run_1/logic_types.png
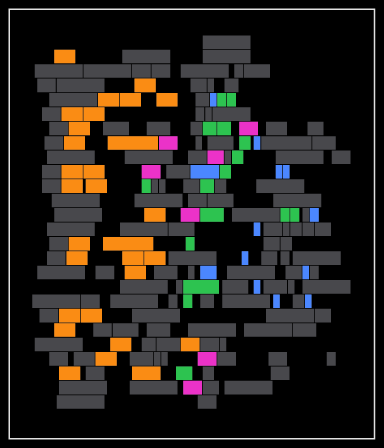
run_1/placement_by_type.png
Bar = 20 um. Fill, decap, tap and diode cells in gray.
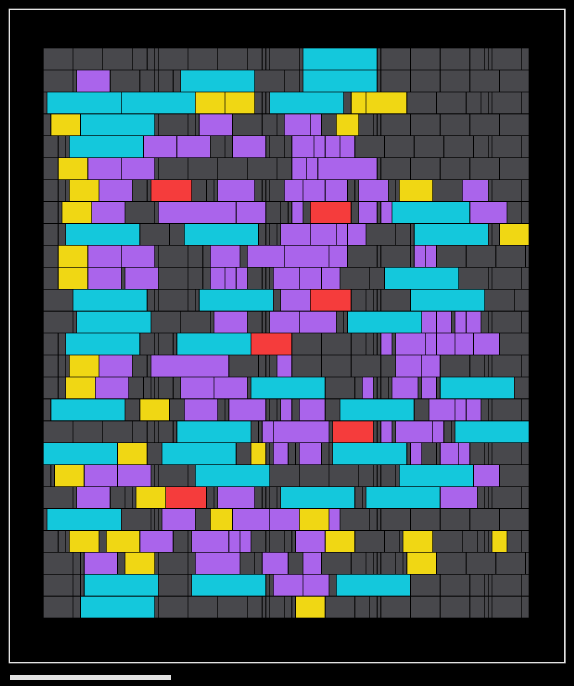
run_1/clocks.png
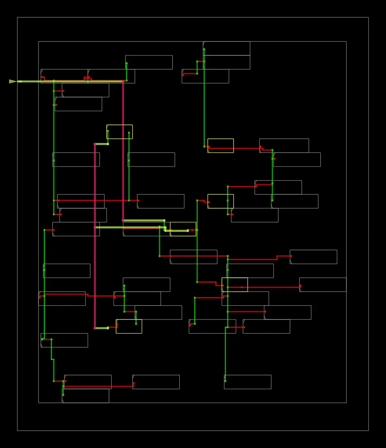
<file path="src/rtl/fifo_uart_pkg.sv">
// Shared types and constants for the FIFO-drain UART transmitter.
// FIFO_UART_TX_PARITY_EN adds an even-parity bit per byte.
package fifo_uart_pkg;

   localparam int UART_DATA_BITS = 8;
   localparam int BYTES_PER_WORD = 2;
   localparam int WORD_W = UART_DATA_BITS * BYTES_PER_WORD;
   localparam logic TX_IDLE = 1'b1;
   localparam int CLKS_PER_BIT_DEF = 434;

   typedef enum logic [2:0] {
      IDLE   = 3'd0,
      POP    = 3'd1,
      LOAD   = 3'd2,
      START  = 3'd3,
      DATA   = 3'd4,
`ifdef FIFO_UART_TX_PARITY_EN
      STOP   = 3'd5,
      PARITY = 3'd6
`else
      STOP   = 3'd5
`endif
   } state_t;

   function automatic logic even_par(input logic [7:0] b);
      return ^b;
   endfunction

endpackage

</file>
<file path="src/rtl/fifo_uart_tx_if.sv">
// FIFO read-port bundle between the FIFO (master) and its reader.
// The reader pulses fifo_rd_en; data is valid the cycle after.
interface fifo_uart_tx_if;
   import fifo_uart_pkg::*;

   logic              fifo_empty;
   logic [WORD_W-1:0] fifo_data;
   logic              fifo_rd_en;

   modport master (
      output fifo_empty,
      output fifo_data,
      input  fifo_rd_en
   );

   modport slave (
      input  fifo_empty,
      input  fifo_data,
      output fifo_rd_en
   );

endinterface

</file>
<file path="src/rtl/uart_tx_byte.sv">
// Serialises one byte as a UART frame (start, 8 data LSB-first, stop).
// FIFO_UART_TX_PARITY_EN inserts an even-parity bit before stop.
module uart_tx_byte
   import fifo_uart_pkg::*;
#(
   parameter int CLKS_PER_BIT = CLKS_PER_BIT_DEF,
   localparam int CNT_W = $clog2(CLKS_PER_BIT)
) (
   input  logic       clk,
   input  logic       rst,
   input  logic       start,
   input  logic [7:0] byte_i,
   output logic       tx,
   output logic       done
);

   state_t           state_q, state_d;
   logic [CNT_W-1:0] cnt_q, cnt_d;
   logic [2:0]       idx_q, idx_d;
   logic             tx_q, tx_d;
   logic [2:0]       idx_nxt;
   logic             last;

   assign last    = (cnt_q == CNT_W'(CLKS_PER_BIT - 1));
   assign idx_nxt = idx_q + 3'd1;
   assign done    = (state_q == STOP) && last;
   assign tx      = tx_q;

   // Next-state: walk start/data/(parity)/stop, one bit per period.
   always_comb begin
      state_d = state_q;
      cnt_d   = cnt_q;
      idx_d   = idx_q;
      tx_d    = tx_q;
      unique case (state_q)
         IDLE: begin
            cnt_d = '0;
            tx_d  = TX_IDLE;
            if (start) begin
               tx_d    = 1'b0;
               state_d = START;
            end
         end
         START: begin
            cnt_d = cnt_q + 1'b1;
            if (last) begin
               cnt_d   = '0;
               idx_d   = 3'd0;
               tx_d    = byte_i[0];
               state_d = DATA;
            end
         end
         DATA: begin
            cnt_d = cnt_q + 1'b1;
            if (last) begin
               cnt_d = '0;
               if (idx_q == 3'd7) begin
`ifdef FIFO_UART_TX_PARITY_EN
                  tx_d    = even_par(byte_i);
                  state_d = PARITY;
`else
                  tx_d    = TX_IDLE;
                  state_d = STOP;
`endif
               end else begin
                  idx_d = idx_nxt;
                  tx_d  = byte_i[idx_nxt];
               end
            end
         end
`ifdef FIFO_UART_TX_PARITY_EN
         PARITY: begin
            cnt_d = cnt_q + 1'b1;
            if (last) begin
               cnt_d   = '0;
               tx_d    = TX_IDLE;
               state_d = STOP;
            end
         end
`endif
         STOP: begin
            cnt_d = cnt_q + 1'b1;
            if (last) begin
               cnt_d = '0;
               if (start) begin
                  tx_d    = 1'b0;
                  state_d = START;
               end else begin
                  tx_d    = TX_IDLE;
                  state_d = IDLE;
               end
            end
         end
         default: begin
            cnt_d   = '0;
            tx_d    = TX_IDLE;
            state_d = IDLE;
         end
      endcase
   end

   // Frame state and line register; reset forces the line high at once.
   always_ff @(posedge clk or negedge rst) begin
      if (!rst) begin
         state_q <= IDLE;
         cnt_q   <= '0;
         idx_q   <= 3'd0;
         tx_q    <= TX_IDLE;
      end else begin
         state_q <= state_d;
         cnt_q   <= cnt_d;
         idx_q   <= idx_d;
         tx_q    <= tx_d;
      end
   end

endmodule

</file>
<file path="src/rtl/fifo_uart_tx.sv">
// Pops 16-bit words from a FIFO and sends them low byte first over UART.
// Build with FIFO_UART_TX_PARITY_EN for an even-parity bit per byte.
module fifo_uart_tx
   import fifo_uart_pkg::*;
#(
   parameter int CLKS_PER_BIT = CLKS_PER_BIT_DEF
) (
   input  logic           clk,
   input  logic           rst,
   input  logic           enable,
   fifo_uart_tx_if.slave  fifo,
   output logic           tx,
   output logic           busy,
   output logic           word_done
);

   state_t            state_q, state_d;
   logic              rd_en_q, rd_en_d;
   logic              busy_q, busy_d;
   logic              word_done_q, word_done_d;
   logic [WORD_W-1:0] word_q, word_d;
   logic              byte_sel_q, byte_sel_d;
   logic              start;
   logic              byte_done;
   logic [7:0]        cur_byte;

   assign cur_byte        = byte_sel_q ? word_q[15:8] : word_q[7:0];
   assign fifo.fifo_rd_en = rd_en_q;
   assign busy            = busy_q;
   assign word_done       = word_done_q;

   uart_tx_byte #(
      .CLKS_PER_BIT(CLKS_PER_BIT)
   ) u_byte (
      .clk    (clk),
      .rst    (rst),
      .start  (start),
      .byte_i (cur_byte),
      .tx     (tx),
      .done   (byte_done)
   );

   // Next-state: pop, wait out the FIFO latency, then chain two bytes.
   // START here means the byte engine owns the line.
   always_comb begin
      state_d     = state_q;
      rd_en_d     = 1'b0;
      busy_d      = busy_q;
      word_done_d = 1'b0;
      word_d      = word_q;
      byte_sel_d  = byte_sel_q;
      start       = 1'b0;
      unique case (state_q)
         IDLE: begin
            if (enable && !fifo.fifo_empty) begin
               rd_en_d = 1'b1;
               busy_d  = 1'b1;
               state_d = POP;
            end
         end
         POP: state_d = LOAD;
         LOAD: begin
            word_d     = fifo.fifo_data;
            byte_sel_d = 1'b0;
            start      = 1'b1;
            state_d    = START;
         end
         START: begin
            if (byte_done) begin
               if (!byte_sel_q) begin
                  byte_sel_d = 1'b1;
                  start      = 1'b1;
               end else begin
                  word_done_d = 1'b1;
                  busy_d      = 1'b0;
                  state_d     = IDLE;
               end
            end
         end
         default: state_d = IDLE;
      endcase
   end

   // Word-level state with registered strobe and status outputs.
   always_ff @(posedge clk or negedge rst) begin
      if (!rst) begin
         state_q     <= IDLE;
         rd_en_q     <= 1'b0;
         busy_q      <= 1'b0;
         word_done_q <= 1'b0;
         word_q      <= '0;
         byte_sel_q  <= 1'b0;
      end else begin
         state_q     <= state_d;
         rd_en_q     <= rd_en_d;
         busy_q      <= busy_d;
         word_done_q <= word_done_d;
         word_q      <= word_d;
         byte_sel_q  <= byte_sel_d;
      end
   end

endmodule
</file>
<file path="src/flat_wrapper.sv">
// flat-port wrapper written by rule: the top's interface ports become plain ports
module fifo_uart_tx_flat import fifo_uart_pkg::*;
#(
   parameter int CLKS_PER_BIT = CLKS_PER_BIT_DEF
)
  (clk, rst, enable, tx, busy, word_done, fifo_fifo_empty, fifo_fifo_data, fifo_fifo_rd_en);
  fifo_uart_tx_if fifo_i ();
  input  logic clk;
  input  logic rst;
  input  logic enable;
  output logic tx;
  output logic busy;
  output logic word_done;
  input wire logic [$bits(fifo_i.fifo_empty)-1:0] fifo_fifo_empty;
  input wire logic [$bits(fifo_i.fifo_data)-1:0] fifo_fifo_data;
  output wire logic [$bits(fifo_i.fifo_rd_en)-1:0] fifo_fifo_rd_en;
  assign fifo_i.fifo_empty = fifo_fifo_empty;
  assign fifo_i.fifo_data = fifo_fifo_data;
  assign fifo_fifo_rd_en = fifo_i.fifo_rd_en;
  fifo_uart_tx #(.CLKS_PER_BIT(CLKS_PER_BIT)) u_core (.clk(clk), .rst(rst), .enable(enable), .fifo(fifo_i), .tx(tx), .busy(busy), .word_done(word_done));
endmodule
</file>
<file path="config.mk">
export PLATFORM = sky130hd
export DESIGN_NAME = fifo_uart_tx_flat
export DESIGN_NICKNAME = d
export VERILOG_FILES = /design/src/rtl/fifo_uart_pkg.sv /design/src/rtl/fifo_uart_tx_if.sv /design/src/rtl/uart_tx_byte.sv /design/src/rtl/fifo_uart_tx.sv /design/src/flat_wrapper.sv
export SDC_FILE = /design/constraint.sdc
export NUM_CORES = 1
export LEC_CHECK = 0
export CAP_MARGIN = 10
export CORE_ASPECT_RATIO = 1.2
export CORE_MARGIN = 4
export CORE_UTILIZATION = 45
export DETAILED_ROUTE_END_ITERATION = 10
export GPL_TIMING_DRIVEN = 0
export HOLD_SLACK_MARGIN = 0.15
export PLACE_DENSITY = 0.64
export SETUP_SLACK_MARGIN = 0.05
export SYNTH_ARGS = -nofsm -noshare
export SYNTH_HDL_FRONTEND = slang
export SYNTH_HIERARCHICAL = 1
export SYNTH_SLANG_ARGS = --single-unit
</file>
<file path="constraint.sdc">
create_clock -name clk -period 5.4 [get_ports clk]
set_input_delay 0.54 -clock clk [delete_from_list [all_inputs] [get_ports clk]]
set_output_delay 0.54 -clock clk [all_outputs]
set_load 0.005 [all_outputs]
</file>
==> changes_impl.md, run 1 <==
### Changed

* Depth of the CTS H-tree at 2
* Cell count of the worst reg-to-reg path at 10
* CTS buffer count at 5
* Diode count at 0
* Synth Cell Area at 1990 sq um
* Sequential cells at 38
* Comb/total area at 0.400
* Sw Pwr at 323 uW
* Largest registers: u_core/word_q x16, u_core/u_byte/cnt_q x9
* Setup repair after global routing missed its margin: false
* Violation tally from detailed-route iteration zero at 36
* Row count at 26
* Outcome: finished clean
* Synth Warn # at 6
* Post-Syn Nets at 186
* Switching portion of total power at 0.315
* Vias in the first global route at 1,450
* Leakage at 1.07 nW
* Max-cap viol count at 0
* CP Buf/Inv Count at 2
* Kind of critical path: reg -> reg
* Crit path from: u_core/u_byte/cnt_q[1]$_DFF_PN0_
* GRT Total Usage at 0.156
* Power consumed by sequential cells at 420 uW
* Xor/xnor share at 0.0308
* PwrDens at 433 nW/um^2
* Met2 WL post-DR at 2020 um
* Top routing layer used: met4
* Cells in synth_stat.txt at 158
* Largest Register: u_core/word_q
* CP Capture Type: register
* Flip-flops with a built-in enable at 0
* Fin util at 0.556
* Post-CTS Setup Inserts at 0
* Clk buf depth at 2
* Share of post-route cells with drive strength above 1 at 0.150
Back to the opening pictures, logic_types.png:
Key: green = inverting AOI/OAI gates [cells 16, most used o21ai_0]; blue = NOR gates [cells 13, most used nor2_1]; magenta = AND-OR and OR-AND gates [cells 7, most used a32o_1]; orange = multiplexers [cells 29, most used mux2_1]

Back to the opening pictures, placement_by_type.png:
Key: purple = combinational and other logic [cells 113]; red = clock drivers and dummy loads [cells 6]; yellow = other buffers and delay cells [cells 30]; cyan = flops [cells 38]

Back to the opening pictures, clocks.png:
clock buffers: 6
Sink Count: 38

## Run 2: what changed since run 1
Clock period 5.4 ns to 2.47 ns, I/O delays scaled along.
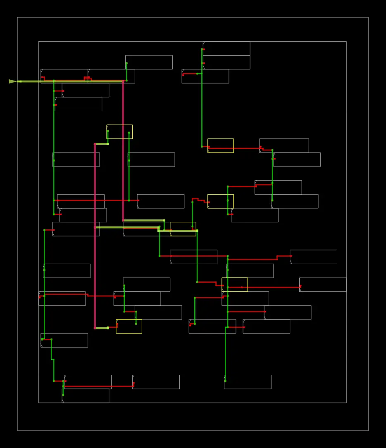
run_2/clocks.png
clock latency on the worst-skew pair: 280 ps
skew final: 5.55 ps
clk pwr: 412 uW
CTS buffer count: 5
sequential cells: 38

==> run 2 against run 1 <==
Compared with the run above:
- clock power up 120%
- combinational power up 120%
- critical path depth unchanged
- worst setup slack worse by 2700 ps
- utilization up 0.53 points
- register-to-register slack worse by 2700 ps
- design area up 0.95%
- sequential share of layout area down 0.38 points
- sequential power up 120%
- critical path type unchanged
- critical endpoint unchanged
- largest power group unchanged
- highest routed layer unchanged
==> changes_impl.md, run 2 <==
### Changed

* Synth Warn # at 6
* Top power group: sequential cells
* Sink Count at 38
* Top cells by area: dfrtp_1, mux2_1, ha_1
* PwrDens at 938 nW/um^2
* Outcome: finished clean
* Setup repair after global routing missed its margin: false
* Comb/total area at 0.399
* CP Buf/Inv Count at 2
* Switching portion of total power at 0.316
* Synth Cell Area at 1990 sq um
* Violation tally from detailed-route iteration zero at 40
* Yosys adder share at 0.0553
* Max-cap viol count at 0
* Post-Syn Nets at 186
* Row count at 26
* Cell count of the worst reg-to-reg path at 10
* Top routing layer used: met4
* Share of post-route cells with drive strength above 1 at 0.169
* Depth of the CTS H-tree at 2
* Met2 GRT Util at 0.279
* Met2 WL post-DR at 2030 um
* Clk buf depth at 2
* Diode count at 0
* Clock buffers at 6
* Xor/xnor share at 0.0308
* Leakage at 1.08 nW
* Cells in synth_stat.txt at 158
* Fin util at 0.561
* Vias in the first global route at 1,450
* Power consumed by sequential cells at 917 uW
* CP Capture Type: register
* Sw Pwr at 709 uW
* Kind of critical path: reg -> reg
* Post-CTS Setup Inserts at 0
* Largest registers: u_core/word_q x16, u_core/u_byte/cnt_q x9
* Stages on worst setup path at 10
* GRT Total Usage at 0.156
* DP Area at 2290 sq um
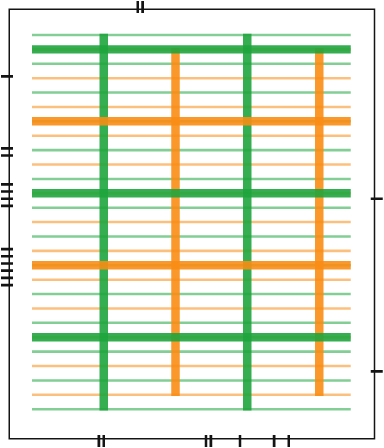
run_2/power_grid.png
Pins as bars on the die edge.
Key: orange = VDD; green = VSS
4 straps on met4. 24 signal pins sit on the boundary.

Power is estimated from default activity; no workload was simulated.
